[src/rtl/flash_cmd_axil_master.sv]
// Command FIFO feeding a single-outstanding AXI4-Lite master for the flash wrapper.
// The operation is encoded in AxADDR[26:24]; each result comes back on a valid/ready response port.
module flash_cmd_axil_master #(
   parameter int CMD_DEPTH = 4,
   parameter int ADDR_W    = 24
) (
   input  logic              ACLK,
   input  logic              ARESET,
   input  logic              cmd_valid,
   output logic              cmd_ready,
   input  logic [1:0]        cmd_op,
   input  logic [ADDR_W-1:0] cmd_addr,
   input  logic [31:0]       cmd_wdata,
   output logic              rsp_valid,
   input  logic              rsp_ready,
   output logic [31:0]       rsp_rdata,
   output logic              rsp_err,
   output logic [1:0]        rsp_op,
   output logic [31:0]       M_AWADDR,
   output logic              M_AWVALID,
   output logic [2:0]        M_AWPROT,
   input  logic              M_AWREADY,
   output logic [31:0]       M_WDATA,
   output logic [3:0]        M_WSTRB,
   output logic              M_WVALID,
   input  logic              M_WREADY,
   input  logic              M_BVALID,
   input  logic [1:0]        M_BRESP,
   output logic              M_BREADY,
   output logic [31:0]       M_ARADDR,
   output logic              M_ARVALID,
   output logic [2:0]        M_ARPROT,
   input  logic              M_ARREADY,
   input  logic              M_RVALID,
   input  logic [31:0]       M_RDATA,
   input  logic [1:0]        M_RRESP,
   output logic              M_RREADY
);

   localparam int PTR_W = (CMD_DEPTH > 1) ? $clog2(CMD_DEPTH) : 1;
   localparam int CNT_W = $clog2(CMD_DEPTH + 1);
   localparam int ENT_W = 2 + ADDR_W + 32;
   localparam logic [CNT_W-1:0] FULL_CNT = CNT_W'(CMD_DEPTH);

   localparam logic [1:0] OP_READ   = 2'b00;
   localparam logic [1:0] OP_WRITE  = 2'b01;
   localparam logic [1:0] OP_ERASE_SECTOR = 2'b10;

   typedef enum logic [2:0] {
      S_IDLE,
      S_WR_REQ,
      S_WR_RESP,
      S_RD_REQ,
      S_RD_DATA,
      S_RSP
   } state_t;

   state_t state_q, state_d;

   logic [ENT_W-1:0] mem_q [CMD_DEPTH];
   logic [ENT_W-1:0] mem_d [CMD_DEPTH];
   logic [PTR_W-1:0] wr_ptr_q, wr_ptr_d;
   logic [PTR_W-1:0] rd_ptr_q, rd_ptr_d;
   logic [CNT_W-1:0] count_q, count_d;

   logic [1:0]        op_q, op_d;
   logic [ADDR_W-1:0] addr_q, addr_d;
   logic [31:0]       wdata_q, wdata_d;
   logic              aw_done_q, aw_done_d;
   logic              w_done_q, w_done_d;
   logic [31:0]       rdata_q, rdata_d;
   logic              err_q, err_d;

   logic              push, pop;
   logic [ENT_W-1:0]  head;
   logic [1:0]        head_op;
   logic [2:0]        op_bits;
   logic [31:0]       ax_addr;
   logic              aw_fin, w_fin;

   assign cmd_ready = (count_q != FULL_CNT);
   assign push      = cmd_valid & cmd_ready;
   assign pop       = (state_q == S_IDLE) && (count_q != '0);
   assign head      = mem_q[rd_ptr_q];
   assign head_op   = head[ENT_W-1 -: 2];

   // One-hot operation field in [26:24]; reads and writes share the plain-access bit.
   always_comb begin
      op_bits = 3'b001;
      case (op_q)
         OP_ERASE_SECTOR: op_bits = 3'b010;
         2'b11:           op_bits = 3'b100;
         default:         op_bits = 3'b001;
      endcase
   end

   assign ax_addr   = {5'b00000, op_bits, 24'(addr_q)};

   assign M_AWADDR  = ax_addr;
   assign M_ARADDR  = ax_addr;
   assign M_AWPROT  = 3'b000;
   assign M_ARPROT  = 3'b000;
   assign M_WSTRB   = 4'hF;
   assign M_WDATA   = wdata_q;
   assign M_AWVALID = (state_q == S_WR_REQ) && !aw_done_q;
   assign M_WVALID  = (state_q == S_WR_REQ) && !w_done_q;
   assign M_BREADY  = (state_q == S_WR_RESP);
   assign M_ARVALID = (state_q == S_RD_REQ);
   assign M_RREADY  = (state_q == S_RD_DATA);
   assign rsp_valid = (state_q == S_RSP);
   assign rsp_rdata = rdata_q;
   assign rsp_err   = err_q;
   assign rsp_op    = op_q;

   assign aw_fin = aw_done_q | (M_AWVALID & M_AWREADY);
   assign w_fin  = w_done_q  | (M_WVALID  & M_WREADY);

   always_comb begin
      mem_d    = mem_q;
      wr_ptr_d = wr_ptr_q;
      rd_ptr_d = rd_ptr_q;
      count_d  = count_q;
      if (push) begin
         mem_d[wr_ptr_q] = {cmd_op, cmd_addr, cmd_wdata};
         wr_ptr_d        = wr_ptr_q + 1'b1;
      end
      if (pop) begin
         rd_ptr_d = rd_ptr_q + 1'b1;
      end
      case ({push, pop})
         2'b10:   count_d = count_q + 1'b1;
         2'b01:   count_d = count_q - 1'b1;
         default: count_d = count_q;
      endcase
   end

   // Transaction sequencer: each popped command runs to its response handshake before the next pop.
   always_comb begin
      state_d   = state_q;
      op_d      = op_q;
      addr_d    = addr_q;
      wdata_d   = wdata_q;
      aw_done_d = aw_done_q;
      w_done_d  = w_done_q;
      rdata_d   = rdata_q;
      err_d     = err_q;
      case (state_q)
         S_IDLE: begin
            if (pop) begin
               op_d      = head_op;
               addr_d    = head[32 +: ADDR_W];
               wdata_d   = (head_op == OP_WRITE) ? head[31:0] : 32'h0;
               aw_done_d = 1'b0;
               w_done_d  = 1'b0;
               state_d   = (head_op == OP_READ) ? S_RD_REQ : S_WR_REQ;
            end
         end
         S_WR_REQ: begin
            if (aw_fin && w_fin) begin
               aw_done_d = 1'b0;
               w_done_d  = 1'b0;
               state_d   = S_WR_RESP;
            end else begin
               aw_done_d = aw_fin;
               w_done_d  = w_fin;
            end
         end
         S_WR_RESP: begin
            if (M_BVALID) begin
               err_d   = |M_BRESP;
               rdata_d = 32'h0;
               state_d = S_RSP;
            end
         end
         S_RD_REQ: begin
            if (M_ARREADY) begin
               state_d = S_RD_DATA;
            end
         end
         S_RD_DATA: begin
            if (M_RVALID) begin
               err_d   = |M_RRESP;
               rdata_d = M_RDATA;
               state_d = S_RSP;
            end
         end
         S_RSP: begin
            if (rsp_ready) begin
               state_d = S_IDLE;
            end
         end
         default: state_d = S_IDLE;
      endcase
   end

   // Entry storage carries no reset; the pointers and count alone define what is queued.
   always_ff @(posedge ACLK) begin
      mem_q <= mem_d;
   end

   always_ff @(posedge ACLK) begin
      if (ARESET) begin
         state_q   <= S_IDLE;
         wr_ptr_q  <= '0;
         rd_ptr_q  <= '0;
         count_q   <= '0;
         op_q      <= 2'b00;
         addr_q    <= '0;
         wdata_q   <= 32'h0;
         aw_done_q <= 1'b0;
         w_done_q  <= 1'b0;
         rdata_q   <= 32'h0;
         err_q     <= 1'b0;
      end else begin
         state_q   <= state_d;
         wr_ptr_q  <= wr_ptr_d;
         rd_ptr_q  <= rd_ptr_d;
         count_q   <= count_d;
         op_q      <= op_d;
         addr_q    <= addr_d;
         wdata_q   <= wdata_d;
         aw_done_q <= aw_done_d;
         w_done_q  <= w_done_d;
         rdata_q   <= rdata_d;
         err_q     <= err_d;
      end
   end

endmodule

[config.mk]
export PLATFORM = sky130hd
export DESIGN_NAME = flash_cmd_axil_master
export DESIGN_NICKNAME = d
export VERILOG_FILES = /design/src/rtl/flash_cmd_axil_master.sv
export SDC_FILE = /design/constraint.sdc
export NUM_CORES = 1
export LEC_CHECK = 0
export ABC_AREA = 1
export CAP_MARGIN = 30
export CORE_ASPECT_RATIO = 0.6
export CORE_MARGIN = 4
export CORE_UTILIZATION = 40
export DETAILED_ROUTE_END_ITERATION = 10
export HOLD_SLACK_MARGIN = 0.15
export SYNTH_ARGS = -nofsm -noshare
export SYNTH_HDL_FRONTEND = slang
export SYNTH_SLANG_ARGS = --single-unit
export TNS_END_PERCENT = 100
[constraint.sdc]
create_clock -name ACLK -period 5.56 [get_ports ACLK]
set_clock_uncertainty 0.05 [all_clocks]
set_input_delay 1.112 -clock ACLK [delete_from_list [all_inputs] [get_ports ACLK]]
set_output_delay 1.112 -clock ACLK [all_outputs]
set_load 0.01 [all_outputs]
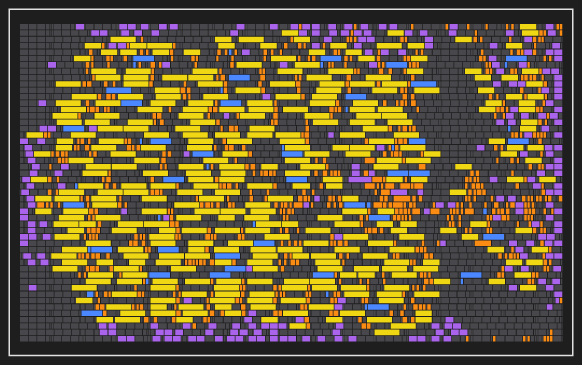
Figure 1: run 1, placed cells, one color a class.
Fill, decap, tap and diode cells in gray.
Key: all other logic = orange [cells 707]; flip-flops = yellow [cells 335]; other buffers and delay cells = purple [cells 245]; clock drivers and dummy loads = blue [cells 57]
Cell Rows: 50
final standard cell area without fillers: 16200 um2
sequential share of cell area: 0.557

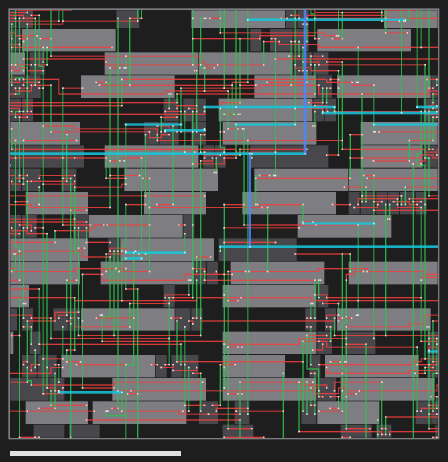
Figure 2: run 1, layout detail.
Scale bar: 20 um. Region (35, 12) to (85, 62) um. Cells in gray, sequential cells in the stronger gray; small squares are vias.
Key: met2 = green; met1 = red; met4 = blue; met3 = cyan
121 logic cells have their middle in the window. Sequential cells in the window: 42. Netlist names of flops here include mem_q (35), addr_q (7). Most frequent: edfxtp_1 (35), nor2_1 (31), o21ai_0 (27).

==> out/results.tsv, run 1 <==
stage	metric	value	unit
run_status	outcome	finished clean	
cts	clock_tree.htree_level_count	1	
synth	xor_share	0	
worst_hold_path	cell_depth_of_the_worst_min_delay_path	2	
cts	cts.root.buffer_cell	clkbuf_16	
timing	unrepaired_setup_endpoints_after_global_routing	no	
synth	synth-cells-yosys	1140	
global_routing	grt_busiest_layer	met2	
synth	yosys_register_bits	335	
timing	final_setup_violation_count	0	
synth	synthSimpleGateAreaFrac	0.113	
layout	comb_area	3130	um2
layout	lay_top_cells	232 x edfxtp_1, 229 x clkdlybuf4s50_1, 176 x nor2_1	
pwr	power_switching	2.43	mW
timing	layout_worst_path_cycle_share	0.607	
pwr	vdd_drop_max	0.281	mV
layout	net_total_in_the_final_layout	1429	
floorplan	initial_core_util	0.410	
layout	finish.cell_count_without_fillers	1760	
routing	drt_pre_antenna_iters	5	
layout	flip_flop_count_of_the_largest_register_after_layout	232	
synth	yosys_area	12900	um2
worst_hold_path	worst_hold_path.endpoint	M_WDATA[26]	
worst_setup_path	critical_path_class	flop to output port	
routing	first_iter_violations	559	
synth	netlist_logic_family_top	AND-OR/OR-AND gates	
placement	place_congestion	0.796	
global_routing	grt_util_met2	0.258	
worst_setup_path	end_kind	output port	
floorplan	core_area	31500	um2
worst_setup_path	r2r_setup_slack	2800	ps
job	log.warning_count	29	
synth	compound_area_frac	0.115	
pwr	share_seq_of_total_power	0.433	
cts	cts.repair.resized	0	
synth	dominantRegCellSynth	edfxtp_1	
placement	port_buffers	230	
floorplan	die-area	35300	um2
timing	final-max-slew-violation-count	0	
cts	clkTransAtPathRegs	70	ps
worst_setup_path	worst_setup_path_start_kind	flop	
pwr	power.share.clock	0.276	
synth	synth-seq-area-share	0.699	
global_routing	grt_pass1_wl	48300	um
cts	clock_insertion_delay_worst_skew	580	ps
timing	max_clock_freq	297	MHz
global_routing	number_of_global_route_vias_before_repair	8273	
synth	ys_warn_count	0	
layout	layout.area.seq	9030	um2
global_routing	grt_remaining_overflow	0	
layout	fill_cells	2758	
worst_hold_path	worst_min_delay_path_startpoint	M_WDATA[26]	
floorplan	die_y	147	um
layout	drive_above_1_share	0.0551	
synth	muxShareOfSynthArea	0	
pwr	fin_total_pwr	7.53	mW
placement	dpl.cell_count	1702	
routing	routed_wire_length_per_instance	17.8	um
pwr	p_int	5.09	mW
timing	finalHoldWorstSlack	416	ps
cts	clk_path_buf_depth	3	
placement	place_hpwl	19200	um
pwr	comb_power_share	0.292	
global_routing	gr-usage-met1	0.255	
worst_setup_path	critical_path_arrival	2210	ps
synth	ys_types	29	
synth	edf_count	232	
layout	syn2layout_area_growth	25.6	%
synth	fa_ha_area_frac	0.00639	
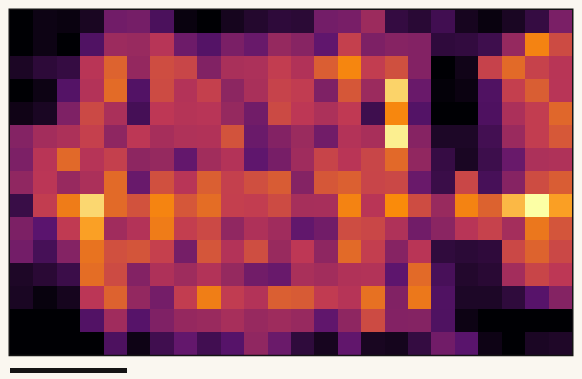
Figure 3: run 1, routed metal per tile.
Scale bar: 50 um. 24 x 15 tiles, from black (low) to pale yellow (high), scaled to the fullest tile. Values are wire area over tile area, all layers added.
5.8% of the tiles are nearly empty. The fullest tile reaches 0.38. The emptiest ninth of the die: south-east.
global routing usage summed across all routing layers: 0.171
drt total wl: 31300 um
via total after detailed routing: 8716

## run 1: power groups by stage
stage / sequential [mW] / combinational, mW / clock (mW)
final: 3.26 / 2.20 / 2.07
after detailed placement: 3.31 / 2.21 / 0
after global placement: 3.31 / 2.18 / 0
after CTS: 3.26 / 2.22 / 2.13
after global routing: 3.30 / 2.44 / 2.23
after floorplan: 3.30 / 1.40 / 0
## run 1: per-stage QoR
step / utilization / area (um2) / worst slack (ps)
finish: 0.515 / 16200 / 2190
global route: 0.515 / 16200 / 2080
CTS: 0.514 / 16200 / 2220
detailed placement: 0.483 / 15200 / 1990
global placement: 0.482 / 15200 / 1990
floorplan: - / 13000 / 1320
## run 1: area by class of cell
type,instances,share of cell area
clock buffers,42,0.0504
clock inverters,15,0.00979
inverters,32,0.00756
multi-input cells,675,0.193
flip-flops and latches,335,0.557
well taps,416,0.0321
repair buffers,245,0.151
## run 1: synthesized netlist by cell type (2+ instances only)
cell type  count  area share
dfxtp_1      103        0.16
nand2_2        2     0.00097
nor3_1         2     0.00077
buf_6          6      0.0052
buf_4         61       0.035
nand3_1       11      0.0043
a21oi_1       75       0.029
edfxtp_1     232        0.54
nor2_1       180       0.052
ha_1           5      0.0048
o21ai_0      147       0.057
clkbuf_1      28      0.0081
o22ai_1       32       0.015
inv_2          3     0.00087
nand4_1        4      0.0019
conb_1         2     0.00058
buf_2         20      0.0077
nor2_4         2      0.0017
a21oi_2        2      0.0014
a31oi_1       24       0.012
inv_1         28      0.0081
nand2_1      164       0.048
## run 1: metal layers
layer	vias to the layer above	part of all wire
met2	250	0.43
met4	0	0.014
met1	4165	0.49
met3	39	0.065
li1	4262	-
met5	-	0
## run 1: critical path, stage by stage (launching register included)
cell and delay [ps]:
dfxtp_1 520, inv_1 190, nor3_1 300, clkdlybuf4s50_1 630
Figure 4. Sequential cells colored by netlist name (run 1).
Other sequential cells in the stronger gray, the rest of the logic in the fainter gray.
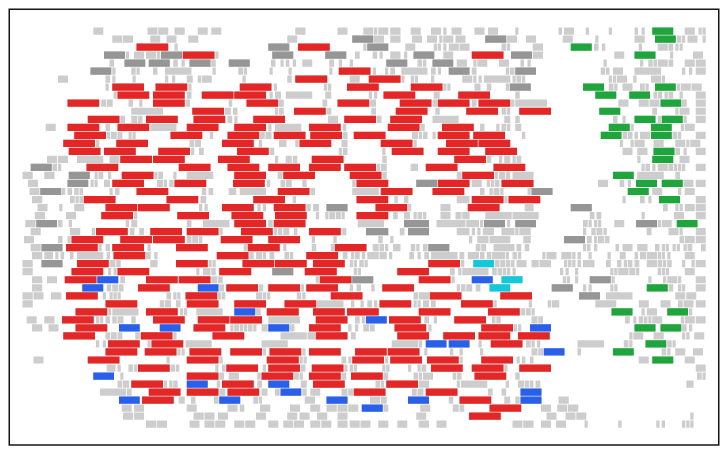

==> inputs of run 2 (changes only) <==
- clock period: 5.56 -> 3.2 ns (I/O delays scaled with it)
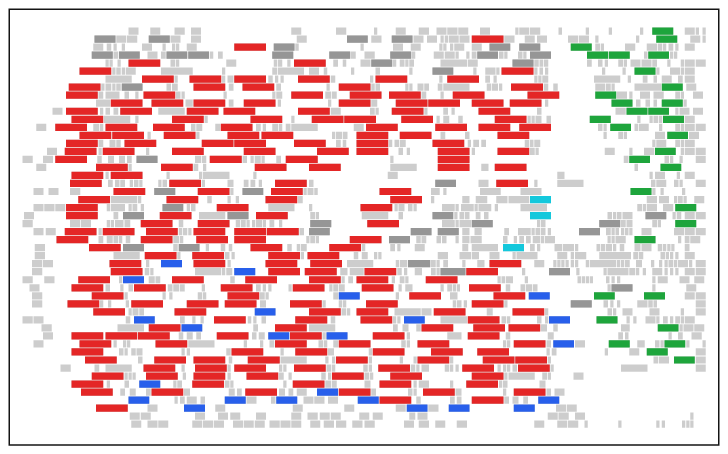
Figure 5: run 2, sequential cells colored by netlist name.
Other sequential cells in the stronger gray, the rest of the logic in the fainter gray.
Key: mem_q = red [sequential cells 232]; addr_q = blue [sequential cells 24]; count_q = cyan [sequential cells 3]; rsp_rdata = green [sequential cells 32, where a column on the right]
Another 44 sequential cells are not colored.
sequential power: 5.64 mW
Util after Layout: 0.516
flip-flop and latch area: 9030 um2
sequential share of cell area: 0.555

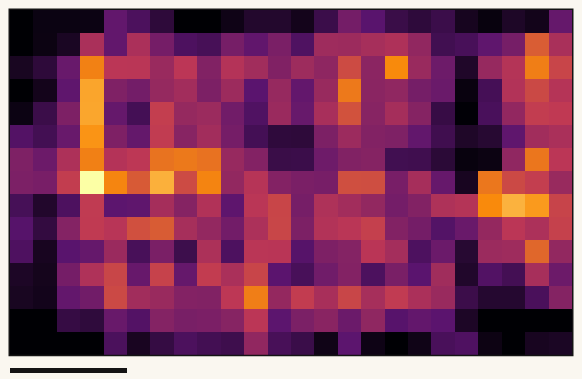
Figure 6: run 2, routed metal per tile.
Scale bar: 50 um. 24 x 15 tiles, from black (low) to pale yellow (high), scaled to the fullest tile. Values are wire area over tile area, all layers added.
The fullest tile reaches 0.43. 15% of the tiles are over half the peak. The densest ninth of the die: west. 5.0% of the tiles are nearly empty. The mean over all tiles is 0.14.
routed wirelength normalized by instance count: 17.7 um
global routing usage summed across all routing layers: 0.170
drt total wl: 31200 um
via total after detailed routing: 8752

==> run 2 against run 1 <==
Critical path depth is the same. Final cell count up 0.17%. Clock power rose by 76%. Highest routed layer unchanged. Largest power group unchanged. Sequential share of layout area shrank 0.18 points. Global-route usage shrank 0.12 points. First-iteration DRC count shrank 6.6%. Synthesized cell count unchanged. Largest cell class unchanged.
==> out/results.tsv, run 2 <==
stage	metric	value	unit	change
synth	asyncSetResetFlopFracSynth	0		unchanged
floorplan	die_y	147	um	unchanged
synth	yosys.area.top_type_share	0.539		unchanged
worst_hold_path	worst_hold_path_class	flop to flop		unchanged
worst_setup_path	worst_r2r_endpoint	M_WDATA[25]		was M_WDATA[26]
run_status	outcome	finished clean		unchanged
routing	first_iter_violations	522		was 559
worst_setup_path	critical_path_class	flop to output port		unchanged
timing	unrepaired_setup_endpoints_after_global_routing	no		unchanged
worst_hold_path	worst_min_delay_path_startpoint	rsp_rdata[4]		was M_WDATA[26]
floorplan	initial_core_util	0.410		unchanged
placement	dpl.cell_count	1707		was 1702
worst_setup_path	path_buffers	2		unchanged
cts	cts.repair.resized	0		unchanged
synth	top_cells_by_count	232 x edfxtp_1, 180 x nor2_1, 164 x nand2_1		unchanged
global_routing	grt_remaining_overflow	0		unchanged
synth	synth.top_cells.by_area	edfxtp_1 54%, dfxtp_1 16%, o21ai_0 5.7%, nor2_1 5.2%, nand2_1 4.8%		unchanged
layout	fill_cells	2752		was 2758
synth	synth_top_cell_by_area	edfxtp_1		unchanged
floorplan	die-area	35300	um2	unchanged
pwr	fin_total_pwr	13.1	mW	was 7.53 mW
worst_setup_path	r2r_cells	9		unchanged
synth	edf_count	232		unchanged
worst_setup_path	slowest_delay	610	ps	was 630 ps
routing	drt_pre_antenna_iters	5		unchanged
timing	layout_worst_path_cycle_share	0.905		
placement	place_congestion	0.787		was 0.796
pwr	vdd_drop_max	0.452	mV	was 0.281 mV
timing	final-max-slew-violation-count	0		unchanged
synth	ys_types	29		unchanged
worst_hold_path	worst_hold_path.endpoint	rsp_rdata[4]		was M_WDATA[26]
worst_hold_path	cell_depth_of_the_worst_min_delay_path	2		unchanged
synth	yosys_register_bits	335		unchanged
pwr	switching_share	0.323		about the same
layout	finish.cell_count_without_fillers	1763		was 1760
timing	max_clock_freq	345	MHz	
placement	pre_cts_slack	841	ps	was 1990 ps
worst_setup_path	crit_path_max_delay_cell_type	clkdlybuf4s50_1		unchanged
layout	flip_flop_count_of_the_largest_register_after_layout	232		unchanged
placement	place_hpwl	19000	um	was 19200 um
worst_setup_path	r2r_start	state_q[2]		was rd_ptr_q[0]
pwr	power.share.clock	0.278		was 0.276
pwr	share_seq_of_total_power	0.430		was 0.433
layout	syn2layout_area_growth	26.0	%	was 25.6%
worst_setup_path	critical_path_arrival	2210	ps	about the same
global_routing	grt_pass1_wl	47900	um	was 48300 um
synth	ys_warn_count	0		unchanged
global_routing	number_of_global_route_vias_before_repair	8300		was 8273
cts	clk_path_buf_depth	3		unchanged
worst_setup_path	r2r_setup_slack	900	ps	was 2800 ps
synth	synth-seq-area-share	0.699		unchanged
synth	synthCells	1140		unchanged
job	log.warning_count	30		was 29
floorplan	num_rows	50		unchanged
pwr	power_per_cell_area	806	nW/um2	was 464 nW/um2
cts	clock_insertion_delay_worst_skew	580	ps	about the same
layout	net_total_in_the_final_layout	1433		was 1429
worst_setup_path	critical_path.cell_chain	inv_1 > nor3_1 > clkdlybuf4s50_1		unchanged
layout	drive_above_1_share	0.0638		was 0.0551
worst_setup_path	worst_setup_path_start_kind	flop		unchanged
cts	hold_buffers	0		unchanged
timing	timing.final.ws_setup	304	ps	was 2190 ps
synth	yosys_area	12900	um2	unchanged
timing	totalNegativeSetupSlack	0	ps	unchanged
cts	clock_sink_count	335		unchanged
routing	drcViolationCount	0		unchanged
timing	finalHoldWorstSlack	413	ps	was 416 ps
pwr	p_int	8.88	mW	was 5.09 mW
synth	top_cell	edfxtp_1		unchanged
placement	placedInstanceArea	15300	um2	was 15200 um2
timing	max-slew-margin-rel	0.449		was 0.374
floorplan	die_w	240	um	unchanged
cts	clock_tree.htree_level_count	1		unchanged
worst_setup_path	crit_family	buffers and inverters		unchanged
cts	clkTransAtPathRegs	70	ps	about the same
worst_setup_path	end_kind	output port		unchanged
pwr	power_switching	4.24	mW	was 2.43 mW
timing	final_setup_violation_count	0		unchanged
layout	lay_top_cells	232 x edfxtp_1, 229 x clkdlybuf4s50_1, 176 x nor2_1		unchanged
cts	cts.root.buffer_cell	clkbuf_16		unchanged
synth	synth-cells-yosys	1140		unchanged
synth	dominantRegCellSynth	edfxtp_1		unchanged
pwr	comb_power_share	0.292		about the same
layout	antennaDiodeCount	0		unchanged
placement	port_buffers	230		unchanged
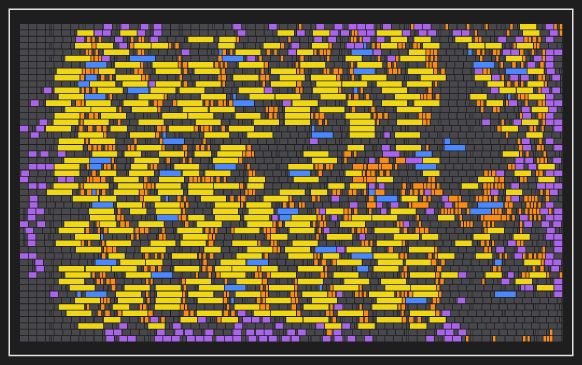
Figure 7: run 2, placed cells, one color a class.
Fill, decap, tap and diode cells in gray.
Key: clock drivers and dummy loads = blue [cells 56]; flip-flops = yellow [cells 335]; all other logic = orange [cells 707]; other buffers and delay cells = purple [cells 249]
final standard cell area without fillers: 16300 um2
Floorplan Core Area: 31500 um2

run 2: cell counts after synthesis:
No cell type changed its count.
run 2: layout make-up:
class,count,area [um2],share of cell area
sequential,335,9030,0.555
tap,416,520,0.0320
clock buffer,44,875,0.0537
clock inverter,12,131,0.00807
inverter,32,123,0.00753
timing repair buffer,249,2460,0.151
multi-input combinational,675,3130,0.192
run 2: cells by family (layout without fill, tap and decap cells):
group                    after synthesis  in the layout  synth area share
AND-OR/OR-AND                        281            281             0.115
adder cells (fa/ha/maj)                6              6           0.00639
buffers and inverters                148            337            0.0664
flip-flops                           335            335             0.699
other                                  2             20          0.000581
AND/OR/NAND/NOR                      368            368             0.113
run 2: power groups by stage:
| stage | Sequential (mW) | Combinational, mW | Clock [mW] |
|---|---|---|---|
| after floorplan | 5.73 | 2.44 | 0 |
| after global placement | 5.72 | 3.81 | 0 |
| after detailed placement | 5.73 | 3.86 | 0 |
| after CTS | 5.64 | 3.88 | 3.74 |
| after global routing | 5.71 | 4.25 | 3.94 |
| final | 5.64 | 3.83 | 3.64 |
run 2: routing by layer:
| layer | share of wire | vias to the layer above | GRT usage | routed length [um] |
|---|---|---|---|---|
| met5 | 0 | - | 0 | 0 |
| met4 | 0.012 | 0 | 0.0239 | 383 |
| met3 | 0.067 | 31 | 0.0445 | 2100 |
| met2 | 0.44 | 248 | 0.264 | 13800 |
| met1 | 0.48 | 4199 | 0.248 | 14900 |
| li1 | - | 4274 | - | - |
run 2: worst max-delay path by stage:
stage / depth (start not counted) / endpoint
2_1_floorplan: 2 / mem_q[0]
3_3_place_gp: 9 / count_q[2]
3_5_place_dp: 5 / mem_q[98]
6_report: 3 / M_ARVALID
5_1_grt: 3 / M_ARVALID
4_1_cts: 3 / M_ARVALID
No activity file was given, so power comes from the tool's default toggle rates.
